Fig. 1: sequential cells grouped by signal name
Bar = 50 um. Other sequential cells in the stronger grey, the rest of the logic in the fainter grey.
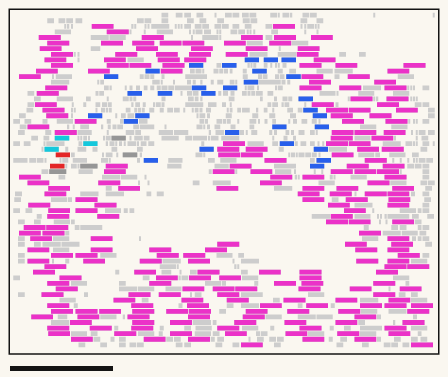
Fig. 2: cell outlines without signal wires
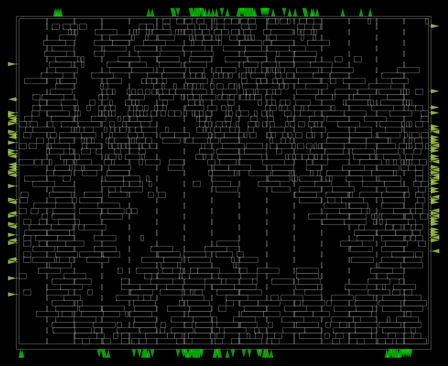
Fig. 3: supply network
Bar = 50 um. Pins as bars on the die edge. Tap cells in grey.
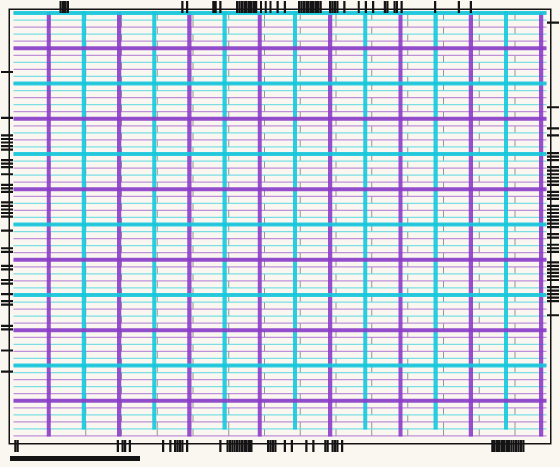
Fig. 4: port wiring
Bar = 50 um.
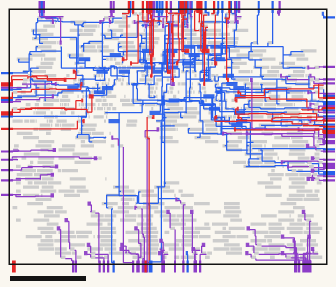
Fig. 5: cell density map
Bar = 50 um. 21 x 17 tiles, from white (low) to dark blue (high), 0 to 100% covered.
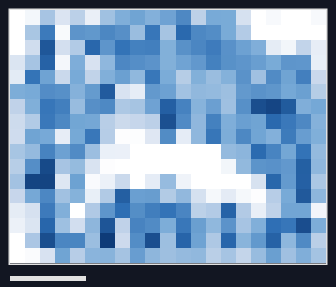
$ cat src/rtl/rv32_fetch_queue_stage.sv
// Instruction fetch stage: sequential fetch PC feeding a small prefetch queue
// that hands {pc, instr} entries to decode under a valid/ready handshake.

`ifndef RV_NOP
`define RV_NOP 32'h0000_0013
`endif

package rv32_fetch_queue_stage_pkg;

  typedef logic [31:0] rv32_word;

  typedef enum logic [3:0] {
    MEM_LB  = 4'd0,
    MEM_LH  = 4'd1,
    MEM_LW  = 4'd2,
    MEM_LBU = 4'd3,
    MEM_LHU = 4'd4,
    MEM_SB  = 4'd5,
    MEM_SH  = 4'd6,
    MEM_SW  = 4'd7
  } mem_op_t;

  typedef struct packed {
    rv32_word addr;
    mem_op_t  op;
  } memory_request_t;

  typedef struct packed {
    logic     ready;
    rv32_word data;
  } memory_response_t;

  typedef struct packed {
    rv32_word pc;
    rv32_word instr;
  } fetch_buffer_data_t;

endpackage

module rv32_fetch_queue_stage
  import rv32_fetch_queue_stage_pkg::*;
#(
  parameter int unsigned DEPTH    = 4,
  parameter logic [31:0] RESET_PC = 32'h0000_0000
) (
  input  logic                        clk,
  input  logic                        reset,
  input  logic                        redirect,
  input  rv32_word                    redirect_pc,
  input  logic                        decode_ready,
  output logic                        fetch_valid,
  output fetch_buffer_data_t          fetch_data,
  output logic                        stall,
  output logic [$clog2(DEPTH):0]      count,
  output logic                        instr_req_valid,
  output memory_request_t             instr_request,
  input  memory_response_t            instr_response
);

  localparam int unsigned PW = $clog2(DEPTH);
  localparam int unsigned CW = PW + 1;

  rv32_word           fetch_pc;
  fetch_buffer_data_t storage [DEPTH];
  logic [PW-1:0]      rd_ptr;
  logic [PW-1:0]      wr_ptr;
  logic               push;
  logic               pop;
  logic               unused_redirect_lsbs;

  // Word-alignment bits of the redirect target are dropped.
  assign unused_redirect_lsbs = ^redirect_pc[1:0];

  // Request issue and queue handshake qualifiers.
  always_comb begin
    instr_req_valid    = ~reset & ~redirect & (count < CW'(DEPTH));
    instr_request.addr = fetch_pc;
    instr_request.op   = MEM_LW;
    push               = instr_req_valid & instr_response.ready;
    pop                = fetch_valid & decode_ready;
  end

  // Decode-facing view of the queue head; a NOP bubble when empty.
  always_comb begin
    fetch_valid = (count != '0);
    stall       = ~fetch_valid;
    if (fetch_valid) begin
      fetch_data = storage[rd_ptr];
    end else begin
      fetch_data.pc    = fetch_pc;
      fetch_data.instr = `RV_NOP;
    end
  end

  // Queue storage write; push is already suppressed by reset and redirect.
  always_ff @(posedge clk) begin
    if (push) begin
      storage[wr_ptr] <= '{pc: fetch_pc, instr: instr_response.data};
    end
  end

  // Fetch PC, pointers and occupancy: reset > redirect > push/pop.
  always_ff @(posedge clk) begin
    if (reset) begin
      fetch_pc <= RESET_PC;
      rd_ptr   <= '0;
      wr_ptr   <= '0;
      count    <= '0;
    end else if (redirect) begin
      fetch_pc <= {redirect_pc[31:2], 2'b00};
      rd_ptr   <= '0;
      wr_ptr   <= '0;
      count    <= '0;
    end else begin
      if (push) begin
        wr_ptr   <= wr_ptr + PW'(1);
        fetch_pc <= fetch_pc + 32'd4;
      end
      if (pop) begin
        rd_ptr <= rd_ptr + PW'(1);
      end
      count <= count + CW'(push) - CW'(pop);
    end
  end

endmodule

$ cat config.mk
export PLATFORM = sky130hd
export DESIGN_NAME = rv32_fetch_queue_stage
export DESIGN_NICKNAME = d
export VERILOG_FILES = /design/src/rtl/rv32_fetch_queue_stage.sv
export SDC_FILE = /design/constraint.sdc
export NUM_CORES = 1
export LEC_CHECK = 0
export CAP_MARGIN = 5
export CORE_ASPECT_RATIO = 0.8
export CORE_UTILIZATION = 35
export CTS_CLUSTER_DIAMETER = 60
export DETAILED_ROUTE_END_ITERATION = 6
export SLEW_MARGIN = 40
export SYNTH_ARGS = -nofsm -noshare
export SYNTH_HDL_FRONTEND = slang
export SYNTH_SLANG_ARGS = --single-unit
$ cat constraint.sdc
create_clock -name clk -period 5.9 [get_ports clk]
set_input_delay 1.475 -clock clk [delete_from_list [all_inputs] [get_ports clk]]
set_output_delay 1.475 -clock clk [all_outputs]
set_load 0.05 [all_outputs]
==> Slide: Implementation Results <==
Run Summary

Run status
  – Outcome: finished clean

Timing
  – Tmin final: 5163 ps
  – Max Transition Viols Final: 0
  – Post-route setup TNS: 0 ps
  – Clock skew: 10.81 ps

GRT
  – Total track usage: 0.1693

Logic synthesis
  – Top cells, area: edfxtp_1, mux4_2, dfxtp_1
  – Post-synth ARST share: 0
  – Seq cells post-synth: 287

Power
  – Logic pwr share: 0.111
  – Leak: 0.004914 uW
  – Clk network pwr share: 0.425

Finish
  – Fraction of layout cells with a size suffix above 1: 0.1508
  – MI comb cells: 413
  – Max FFs per register: 248
  – Sequential share of cell area: 0.5388
  – FF+latch area: 8235 sq um

Clocking
  – TritonCTS clock tree: yes
  – Total CTS buffers: 31
  – Clock-pin slew on the worst setup and hold paths: 60 ps
  – CTS HTree Levels: 1

Floorplan
  – Die area: 34810 sq um

Flow run
  – Max-capacitance violation count: 0
About Fig. 1:
rd_ptr -> red  # flops 2
count -> cyan  # flops 3
fetch_pc -> blue  # flops 30
storage -> magenta  # flops 248, where widely spread
not coloured = 4

About Fig. 2:
core area: 33560 sq um
Final Util: 0.4555
tap cells: 434

About Fig. 3:
VSS -> purple
VDD -> cyan
rows = 60
tap cells = 434

About Fig. 4:
redirect_pc -> red  # bits 32, direction input, edge 17 north, 6 east, 6 west, 3 south, end cells 30, buffers 30, wire 1540 um
fetch_data -> purple  # bits 64, direction output, edge 27 south, 18 east, 12 north, 7 west, end cells 64, buffers 62, wire 1730 um
instr_request -> blue  # bits 36, direction output, edge 17 north, 11 east, 4 south, 4 west, end cells 36, buffers 30, wire 4140 um
# port buffers: 164
io pins: 175

About Fig. 5:
fullest tile = 96%
mean over tiles = 42%
tiles over 75% full = 8.4%
nearly empty tiles = 10%
emptiest ninth of the die = centre

layer usage:
metal | vias up | track usage | part of all wire
met5 | - | 0 | 0
met4 | 0 | 0.04122 | 0.022
met3 | 42 | 0.03281 | 0.051
met2 | 212 | 0.2564 | 0.45
met1 | 3674 | 0.2498 | 0.48
li1 | 3276 | - | -
kinds of logic after synthesis:
group                      count (synthesis)  synth area share
AOI/OAI and AO/OA                         64           0.03789
xor gates and xnor gates                  15           0.01102
adders and majority gates                  8          0.009026
buffers and inverters                     66           0.02477
DFF                                      287            0.6902
muxes                                     63            0.1181
other                                      2         0.0006300
and+or+nand+nor                          255            0.1084
critical path: cells and delay by family, from the launching register on:
family                 cells  cell delay, ps
buffers and inverters      3            1570
AND/OR/NAND/NOR            3            1070
flip-flops                 1             460
Power figures rest on the tool's default switching activity, not on a simulated workload.
